<file path="config.mk">
export PLATFORM = sky130hd
export DESIGN_NAME = imm_extender
export DESIGN_NICKNAME = d
export VERILOG_FILES = /design/src/rtl/imm_extender.sv
export SDC_FILE = /design/constraint.sdc
export NUM_CORES = 1
export LEC_CHECK = 0
export CAP_MARGIN = 15
export CORE_UTILIZATION = 29
export CTS_CLUSTER_DIAMETER = 80
export DETAILED_ROUTE_END_ITERATION = 12
export PLACE_DENSITY = 0.87
export SLEW_MARGIN = 30
export SYNTH_ARGS = -nofsm -noshare
export SYNTH_HDL_FRONTEND = slang
export SYNTH_SLANG_ARGS = --single-unit
</file>
<file path="constraint.sdc">
create_clock -name Clock -period 4 [get_ports Clock]
set_clock_uncertainty 0.15 [all_clocks]
set_input_delay 0.4 -clock Clock [delete_from_list [all_inputs] [get_ports Clock]]
set_output_delay 0.4 -clock Clock [all_outputs]
set_load 0.05 [all_outputs]
</file>
<file path="src/rtl/imm_extender.sv">
// rtl/imm_extender.sv - registered immediate-extension stage with optional prefix words
// Optional prefix support is enabled by defining IMMEXT_PREFIX_EN.
module imm_extender #(
  parameter int DATA_W   = 16,
  parameter int FIELD_W  = 4,
  parameter int PREFIX_W = 12
) (
  input  logic              Clock,
  input  logic              ResetN,
  input  logic              Flush,
  input  logic              InValid,
  output logic              InReady,
  input  logic [DATA_W-1:0] In,
  input  logic [1:0]        Mode,
  output logic              OutValid,
  input  logic              OutReady,
  output logic [DATA_W-1:0] Out,
  output logic              PrefixPending
);

  localparam logic [1:0] MODE_ZERO   = 2'b00;
  localparam logic [1:0] MODE_SIGN   = 2'b01;
  localparam logic [1:0] MODE_SHIFT  = 2'b10;
  localparam logic [1:0] MODE_PREFIX = 2'b11;

  logic               accept;
  logic               produce;
  logic [DATA_W-1:0]  result;
  logic [FIELD_W-1:0] field;
  logic [DATA_W-1:0]  field_zext;
  logic [DATA_W-1:0]  field_sext;
  logic               unused_in;

  // Mode 11 only reaches here when prefixes are disabled, where it acts as sign-extend.
  function automatic logic [DATA_W-1:0] extend(input logic [DATA_W-1:0] zv,
                                               input logic [DATA_W-1:0] sv,
                                               input logic [1:0]        m);
    case (m)
      MODE_ZERO:  return zv;
      MODE_SIGN:  return sv;
      MODE_SHIFT: return sv << 1;
      default:    return sv;
    endcase
  endfunction

  assign InReady    = !OutValid || OutReady;
  assign accept     = InValid && InReady;
  assign field      = In[FIELD_W-1:0];
  assign field_zext = DATA_W'(field);
  assign field_sext = DATA_W'($signed(field));
  assign unused_in  = ^In;

`ifdef IMMEXT_PREFIX_EN
  localparam int WIDE_W = FIELD_W + PREFIX_W;

  typedef enum logic {
    IDLE     = 1'b0,
    PREFIXED = 1'b1
  } state_t;

  state_t              state;
  state_t              state_next;
  logic [PREFIX_W-1:0] prefix_q;
  logic [WIDE_W-1:0]   wide_field;

  always_ff @(posedge Clock or negedge ResetN) begin
    if (!ResetN) begin
      state    <= IDLE;
      prefix_q <= '0;
    end else if (Flush) begin
      state <= IDLE;
    end else begin
      state <= state_next;
      if (accept && Mode == MODE_PREFIX) begin
        prefix_q <= In[PREFIX_W-1:0];
      end
    end
  end

  always_comb begin
    state_next = state;
    if (accept) begin
      state_next = (Mode == MODE_PREFIX) ? PREFIXED : IDLE;
    end
  end

  // Prefixed words extend from the prefix MSB, so the whole concatenation is sign-cast.
  always_comb begin
    PrefixPending = (state == PREFIXED);
    wide_field    = {prefix_q, field};
    produce       = accept && (Mode != MODE_PREFIX);
    if (state == PREFIXED) begin
      result = extend(DATA_W'(wide_field), DATA_W'($signed(wide_field)), Mode);
    end else begin
      result = extend(field_zext, field_sext, Mode);
    end
  end
`else
  logic [PREFIX_W-1:0] unused_prefix_bits;

  assign unused_prefix_bits = In[PREFIX_W-1:0];

  always_comb begin
    PrefixPending = 1'b0;
    produce       = accept;
    result        = extend(field_zext, field_sext, Mode);
  end
`endif

  // Flush drops the valid bit but leaves the last operand value in place.
  always_ff @(posedge Clock or negedge ResetN) begin
    if (!ResetN) begin
      OutValid <= 1'b0;
      Out      <= '0;
    end else if (Flush) begin
      OutValid <= 1'b0;
    end else if (produce) begin
      OutValid <= 1'b1;
      Out      <= result;
    end else if (OutReady) begin
      OutValid <= 1'b0;
    end
  end

endmodule
</file>
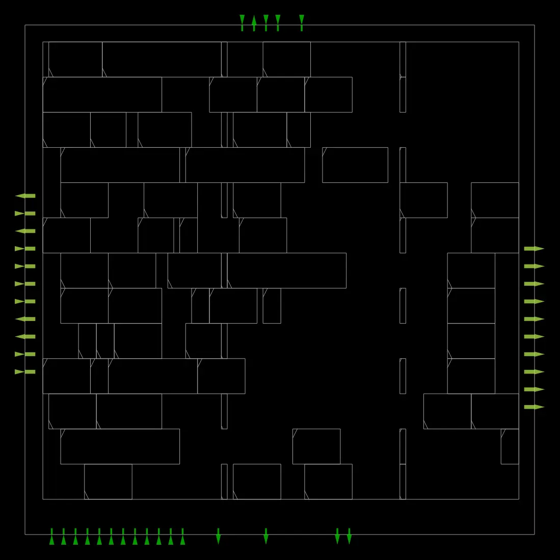
*Placement view, run 1*
num sequential: 6
non-filler cells, final: 71
Tapcell Cnt: 15
utilization after layout: 48.9%

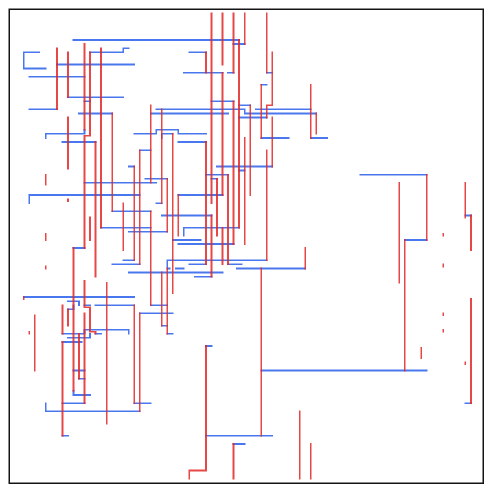
*Metal layers overlaid, run 1*
(12 px per um) Two of the layers only.
metal 1: drawn in blue, wire length 264 um. metal 2: drawn in red, wire length 451 um.

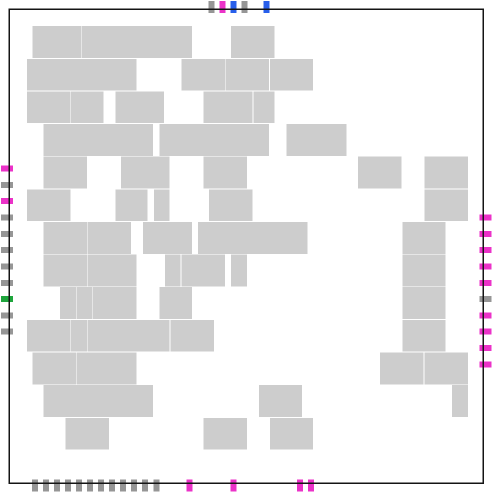
*I/O pins on the die edge, run 1*
(12 px per um) Pins as bars across the die edge, other pins in grey.
OutValid: drawn in green, pins 1, direction output, edge left. Out: drawn in magenta, pins 16, direction output, edge 9 right, 4 bottom, 2 left, 1 top. Mode: drawn in blue, pins 2, direction input, edge top.
All pins by edge: 16 bottom, 11 left, 10 right, 5 top.

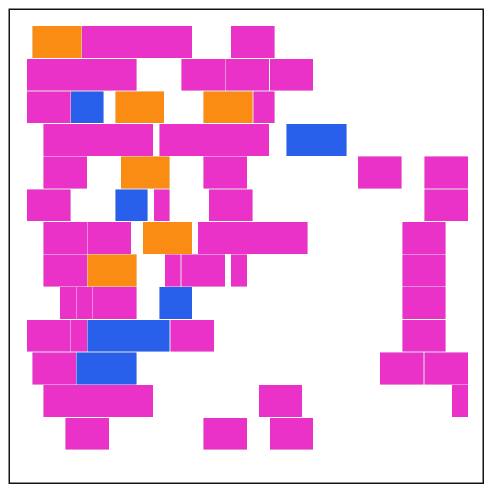
*Drive-strength map, run 1*
(12 px per um)
_2 cells: drawn in orange, cells 6. _0 and _1 cells: drawn in magenta, cells 44. _3 and _4 cells: drawn in blue, cells 6.
final worst slack: 1640 ps
synthesis-to-layout area growth: 57.1%
Non-CTS buffers: 28

==> qor.yml, run 1 <==
grt_max_degree: 14
common_cells: "12 x buf_4, 6 x dfrtp_1, 6 x mux2_2"
outcome: "finished, final reports clean"
p_clk_share_pct: 16.0
crit_type: "in2out"
swShare_pct: 49.0
core_area_um2: 1300
syn_area_per_cell_um2: 11.0
p_leak_nw: 0.265
avgRoutedWirePerCell_um: 11.0
drv_cap: 0
drt-total-wl_um: 784
root_buffer: "clkbuf_4"
warning_count: 38
gp_congestion: 0.631
ant_nets: 0
rows: 13
post_cts_buffers: 0
drt_iter0_drc: 1
pwr-share-seq_pct: 23.6
grt_util_met1_pct: 10.7
drc: 0
rsz0062_at_grt: "false"
synth_seq_share_pct: 37.0
finalSetupViolCount: 0
topCellsByArea: "dfrtp_1 37%, buf_4 22%, mux2_2 17%"
crit_path_end: "InReady"
fin_nets: 81
critPathCaptureType: "primary output"
highest_layer: "met3"
dr_wl_met2_um: 451
ff2ff_path_depth: 3
grt_use_met3_pct: 3.98
initial_utilization_pct: 31.2
top_area_share_pct: 37.0
synth_top_cell_by_count: "buf_4"
## run 1: through the flow
step / instance area, um^2 / hold WS, ps / setup slack [ps] / power (mW) / cells
2_1_floorplan: 405 / -45.6 / 2330 / 0.244 / 37
4_1_cts: 637 / 254 / 1630 / 0.350 / 71
6_report: 637 / 252 / 1640 / 0.345 / 71
3_5_place_dp: 614 / 352 / 1630 / 0.292 / 68
3_3_place_gp: 614 / 342 / 1650 / 0.288 / 68
5_1_grt: 637 / 269 / 1600 / 0.361 / 71
## run 1: area by class of cell
cell class	instances	area, um^2
clock buffers	3	22.5
fillers	128	664
inverters	3	11.3
multi-input cells	16	154
flip-flops and latches	6	150
well taps	15	18.8
repair buffers	28	280
## run 1: flip-flops by register name, indices dropped and copies added (netlist names)
name,cells
Out,5
OutValid,1
## run 1: power groups by stage
stage          Clock, mW  Combinational (mW)  Sequential, mW
2_1_floorplan          0               0.127           0.118
3_3_place_gp           0               0.207          0.0815
3_5_place_dp           0               0.209          0.0826
4_1_cts           0.0582               0.209          0.0820
5_1_grt           0.0618               0.216          0.0841
6_report          0.0553               0.208          0.0814
## run 1: kinds of logic after synthesis
kind of cell	count (synthesis)	share of synthesized area [%]
buffers and inverters	15	25.0
DFF	6	37.0
and+or+nand+nor	6	14.2
other	1	0.925
muxes	8	21.6
AOI/OAI and AO/OA	1	1.23
## run 1: worst max-delay path: stages
cell and delay, ps:
clkdlybuf4s50_1 500, nor2b_4 60, inv_1 50, clkdlybuf4s50_1 800
## run 1: cells in the final DEF (no fill, tap or decap), types with 2 or more instances in the layout
cell type	Yosys	layout
clkdlybuf4s50_1	0	28
dfrtp_1	6	6
mux2_2	6	6
inv_1	3	3
clkbuf_4	0	3
mux2i_1	2	2
nor2_1	2	2
### Port wiring, run 1

(8 px per um)
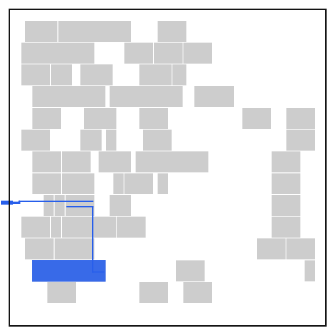

--- run 2 (diff from run 1) ---
- CORE_UTILIZATION: 29 -> 25
- PLACE_DENSITY: 0.87 -> 0.8
- clock period: 4 -> 2 ns (I/O delays scaled with it)
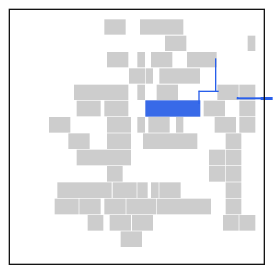
*Port wiring, run 2*
(6 px per um)
OutValid: drawn in blue, bits 1, direction output, end cells 1, wire 14.8 um.
IO Count: 42
# port buffers: 28

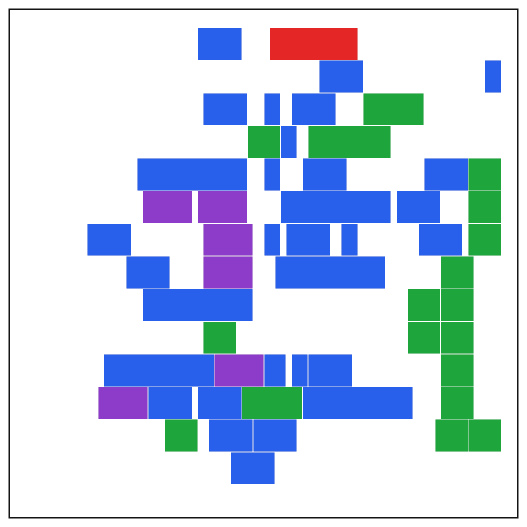
*Drive-strength map, run 2*
(12 px per um)
_0 and _1 cells: drawn in blue, cells 31. _6 and larger: drawn in red, cells 1. _2 cells: drawn in purple, cells 6. _3 and _4 cells: drawn in green, cells 18.

==> qor.yml, run 2 <==
outcome: "finished, final reports clean"
syn_to_final_growth_pct: 52.5
ant_nets: 0  # unchanged
initial_utilization_pct: 26.9  # -4.2 points
common_cells: "12 x buf_4, 6 x dfrtp_1, 6 x mux2_2"
critPathCaptureType: "primary output"
crit_chain: "clkdlybuf4s50_1"
holdWs_ps: 52.3  # -200 ps
gp_congestion: 0.709  # +12%
instances_no_fill: 72  # +1.4%
root_buffer: "clkbuf_4"
p_leak_nw: 0.285  # +7.4%
cpPeakStageDelay_ps: 800  # about the same
critical_path.top_delay_family: "buffers and inverters"
top_area_share_pct: 37.0  # unchanged
lay_top_count: "clkdlybuf4s50_1"
critPathBufInv: 1  # -2
largest_reg_flops: 5  # unchanged
topCellsByArea: "dfrtp_1 37%, buf_4 22%, mux2_2 17%"
fillerInstances: 155  # +21%
area.combinational_um2: 154  # unchanged
drv_cap: 0  # unchanged
rsz0062_at_grt: "false"
critPathSlowestCell: "clkdlybuf4s50_1"
avgRoutedWirePerCell_um: 10.0  # -9.4%
synth_seq_share_pct: 37.0  # unchanged
drc: 0  # unchanged
crit_type: "reg2out"
post_cts_buffers: 0  # unchanged
drt_iter0_drc: 3  # +2
synth_top_cell_by_count: "buf_4"
place_inst: 69  # +1.5%
rows: 14  # +1
fin_nets: 81  # unchanged
run 2: cell count changes in the layout (fill, tap and decap cells not counted):
cell	change
buf_4	+12
buf_12	+1
clkdlybuf4s50_1	-13
run 2: layer usage:
metal | routed length [um] | global-route usage (%) | part of all wire, %
met1 | 256 | 8.58 | 36
met2 | 365 | 15.1 | 51
met3 | 89 | 4.74 | 12
met4 | 10 | 7.50 | 1.4
met5 | 0 | 0 | 0
run 2: stage by stage:
step / cell area [um^2] / setup WS [ps] / utilization [%] / power (mW)
finish: 618 / 255 / 41.0 / 0.676
global route: 618 / 208 / 41.0 / 0.705
CTS: 618 / 236 / 41.0 / 0.685
detailed placement: 596 / 233 / 39.5 / 0.568
global placement: 596 / 267 / 39.5 / 0.564
floorplan: 405 / 333 / - / 0.488
run 2: cell type report:
type,instances,share of cell area (%)
clock buffers,3,3.64
multi-input cells,16,24.9
flip-flops and latches,6,24.3
inverters,3,1.82
well taps,16,3.24
repair buffers,28,42.1
run 2: final timing paths:
check / endpoint / startpoint / depth (start not counted) / slack (ps)
max reg2reg: Out[1] / OutValid / 3 / 520
min in group Clock: Out[3] / Out[3] / 1 / 360
max: Out[1] / Out[1] / 1 / 260
max in group asynchronous: Out[0] / ResetN / 1 / 1430
min reg2reg: Out[3] / Out[3] / 1 / 360
min: Out[1] / ResetN / 1 / 50
run 2: kinds of logic (layout without fill, tap and decap cells):
family	Yosys count	in the layout	synth area share, %
other	1	1	0.925
flip-flops	6	6	37.0
AND-OR/OR-AND	1	1	1.23
multiplexers	8	8	21.6
AND/OR/NAND/NOR	6	6	14.2
buffers and inverters	15	34	25.0
run 2: power breakdown:
part	switching, mW	internal [mW]	leakage, nW
Sequential	0.0197	0.142	0.0724
Clock	0.0461	0.0681	0.0138
Combinational	0.273	0.127	0.198
Total	0.339	0.338	0.285
### I/O pins on the die edge, run 2

(12 px per um) Pins as bars across the die edge, other pins in grey.
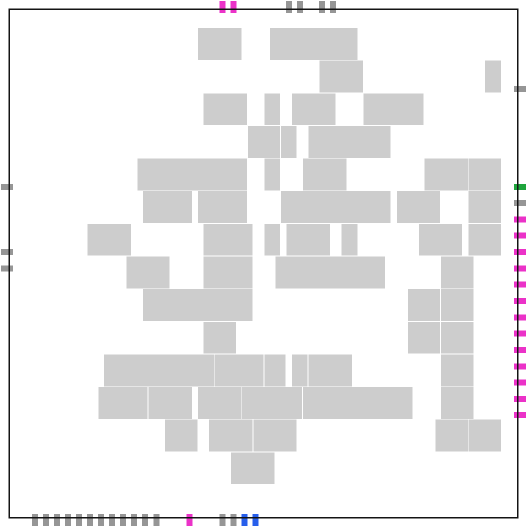

--- run 3 (diff from run 2) ---
==> constraint.sdc (replaced) <==
create_clock -name Clock -period 2 [get_ports Clock]
set_clock_uncertainty 0.15 [all_clocks]
set_input_delay 0.4 -clock Clock [delete_from_list [all_inputs] [get_ports Clock]]
set_output_delay 0.4 -clock Clock [all_outputs]
set_load 0.05 [all_outputs]
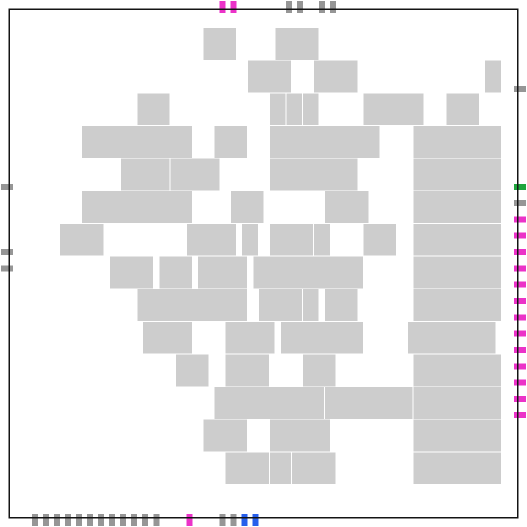
*I/O pins on the die edge, run 3*
(12 px per um) Pins as bars across the die edge, other pins in grey.
Out: drawn in magenta, pins 16, direction output, edge 13 right, 2 top, 1 bottom. OutValid: drawn in green, pins 1, direction output, edge right. Mode: drawn in blue, pins 2, direction input, edge bottom.
All pins by edge: 17 bottom, 16 right, 6 top, 3 left.
Die W: 42.3 um
Die H: 42.3 um

==> qor.yml, run 3 <==
outcome: "finished, final reports clean"
io_buffers: 28  # unchanged
avgRoutedWirePerCell_um: 10.4  # +3.6%
io_pins: 42  # unchanged
post-route-util_pct: 51.2  # +10 points
rsz0062_at_grt: "false"
drc: 0  # unchanged
ant_nets: 0  # unchanged
critPathCaptureType: "primary output"
top_area_share_pct: 37.0  # unchanged
rr_startpoint: "OutValid"
gp_congestion: 0.734  # +3.4%
p_comb_share_pct: 67.5  # +8.3 points
crit_type: "in2out"
internal-power_mw: 0.447  # +32%
synth_seq_share_pct: 37.0  # unchanged
p_sw_mw: 0.363  # +7.1%
synth_top_cell_by_count: "buf_4"
pwr-share-seq_pct: 18.8  # -5.1 points
fin_nets: 83  # +2.5%
p_leak_nw: 0.350  # +23%
initial_utilization_pct: 26.9  # unchanged
topCellsByArea: "dfrtp_1 37%, buf_4 22%, mux2_2 17%"
totalPowerFinal_mw: 0.810  # +20%
lay_top_count: "buf_12"
common_cells: "12 x buf_4, 6 x dfrtp_1, 6 x mux2_2"
post_cts_buffers: 0  # unchanged
root_buffer: "clkbuf_4"
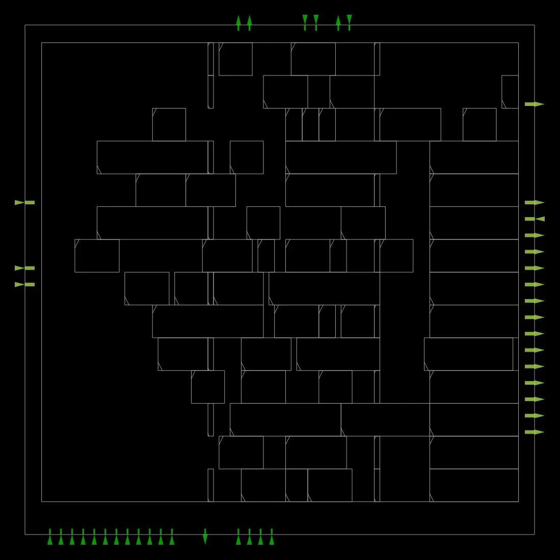
*Placement view, run 3*
row cnt: 14
register share of the cell area: 19.5%
non-filler cells, final: 74
core region area: 1510 um^2
Tapcell Cnt: 16

run 3: cell counts after synthesis:
No cell type changed its count.
run 3: power by group through the flow:
stage	logic [mW]	clock network (mW)	registers, mW
global placement	0.547	0	0.154
global route	0.562	0.123	0.155
detailed placement	0.551	0	0.155
CTS	0.551	0.115	0.153
floorplan	0.253	0	0.235
finish	0.546	0.111	0.152
run 3: per-layer routing:
layer,global-route usage [%],wire [um],up-vias
li1,-,-,147
met2,18.5,451,21
met3,3.45,69,0
met5,0,0,-
met1,7.75,247,133
met4,5.63,0,0
run 3: logic make-up after synthesis:
logic type      after synthesis  synth area share (%)
flops                         6                  37.0
compound gates                1                  1.23
mux                           8                  21.6
buf+inv                      15                  25.0
simple gates                  6                  14.2
other cells                   1                 0.925
run 3: through the flow:
stage | setup WS (ps) | hold WS [ps] | cells | area [um^2]
floorplan | 333 | -45.6 | 37 | 405
global placement | 130 | 348 | 71 | 748
detailed placement | 118 | 350 | 71 | 748
CTS | 185 | 259 | 74 | 771
global route | 161 | 259 | 74 | 771
finish | 188 | 253 | 74 | 771
run 3: critical path: stages:
cell and delay [ps]:
clkdlybuf4s50_1 440, nor2b_4 180, inv_1 90, buf_12 150
run 3: area by class of cell:
type,instances,area (um^2)
clock buffers,3,22.5
fillers,136,736
inverters,3,11.3
multi-input cells,16,154
flip-flops and latches,6,150
well taps,16,20.0
repair buffers,30,413
run 3: final timing paths:
| path | cells past startpoint | slack [ps] | end |
|---|---|---|---|
| setup / recovery | 4 | 190 | InReady |
| hold / removal | 1 | 250 | Out[0] |
| setup reg to reg | 3 | 590 | Out[1] |
| hold reg to reg | 1 | 360 | Out[3] |
| max in group asynchronous | 1 | 1230 | Out[1] |
| min in group Clock | 1 | 360 | Out[3] |
Power and IR drop assume default switching activity.
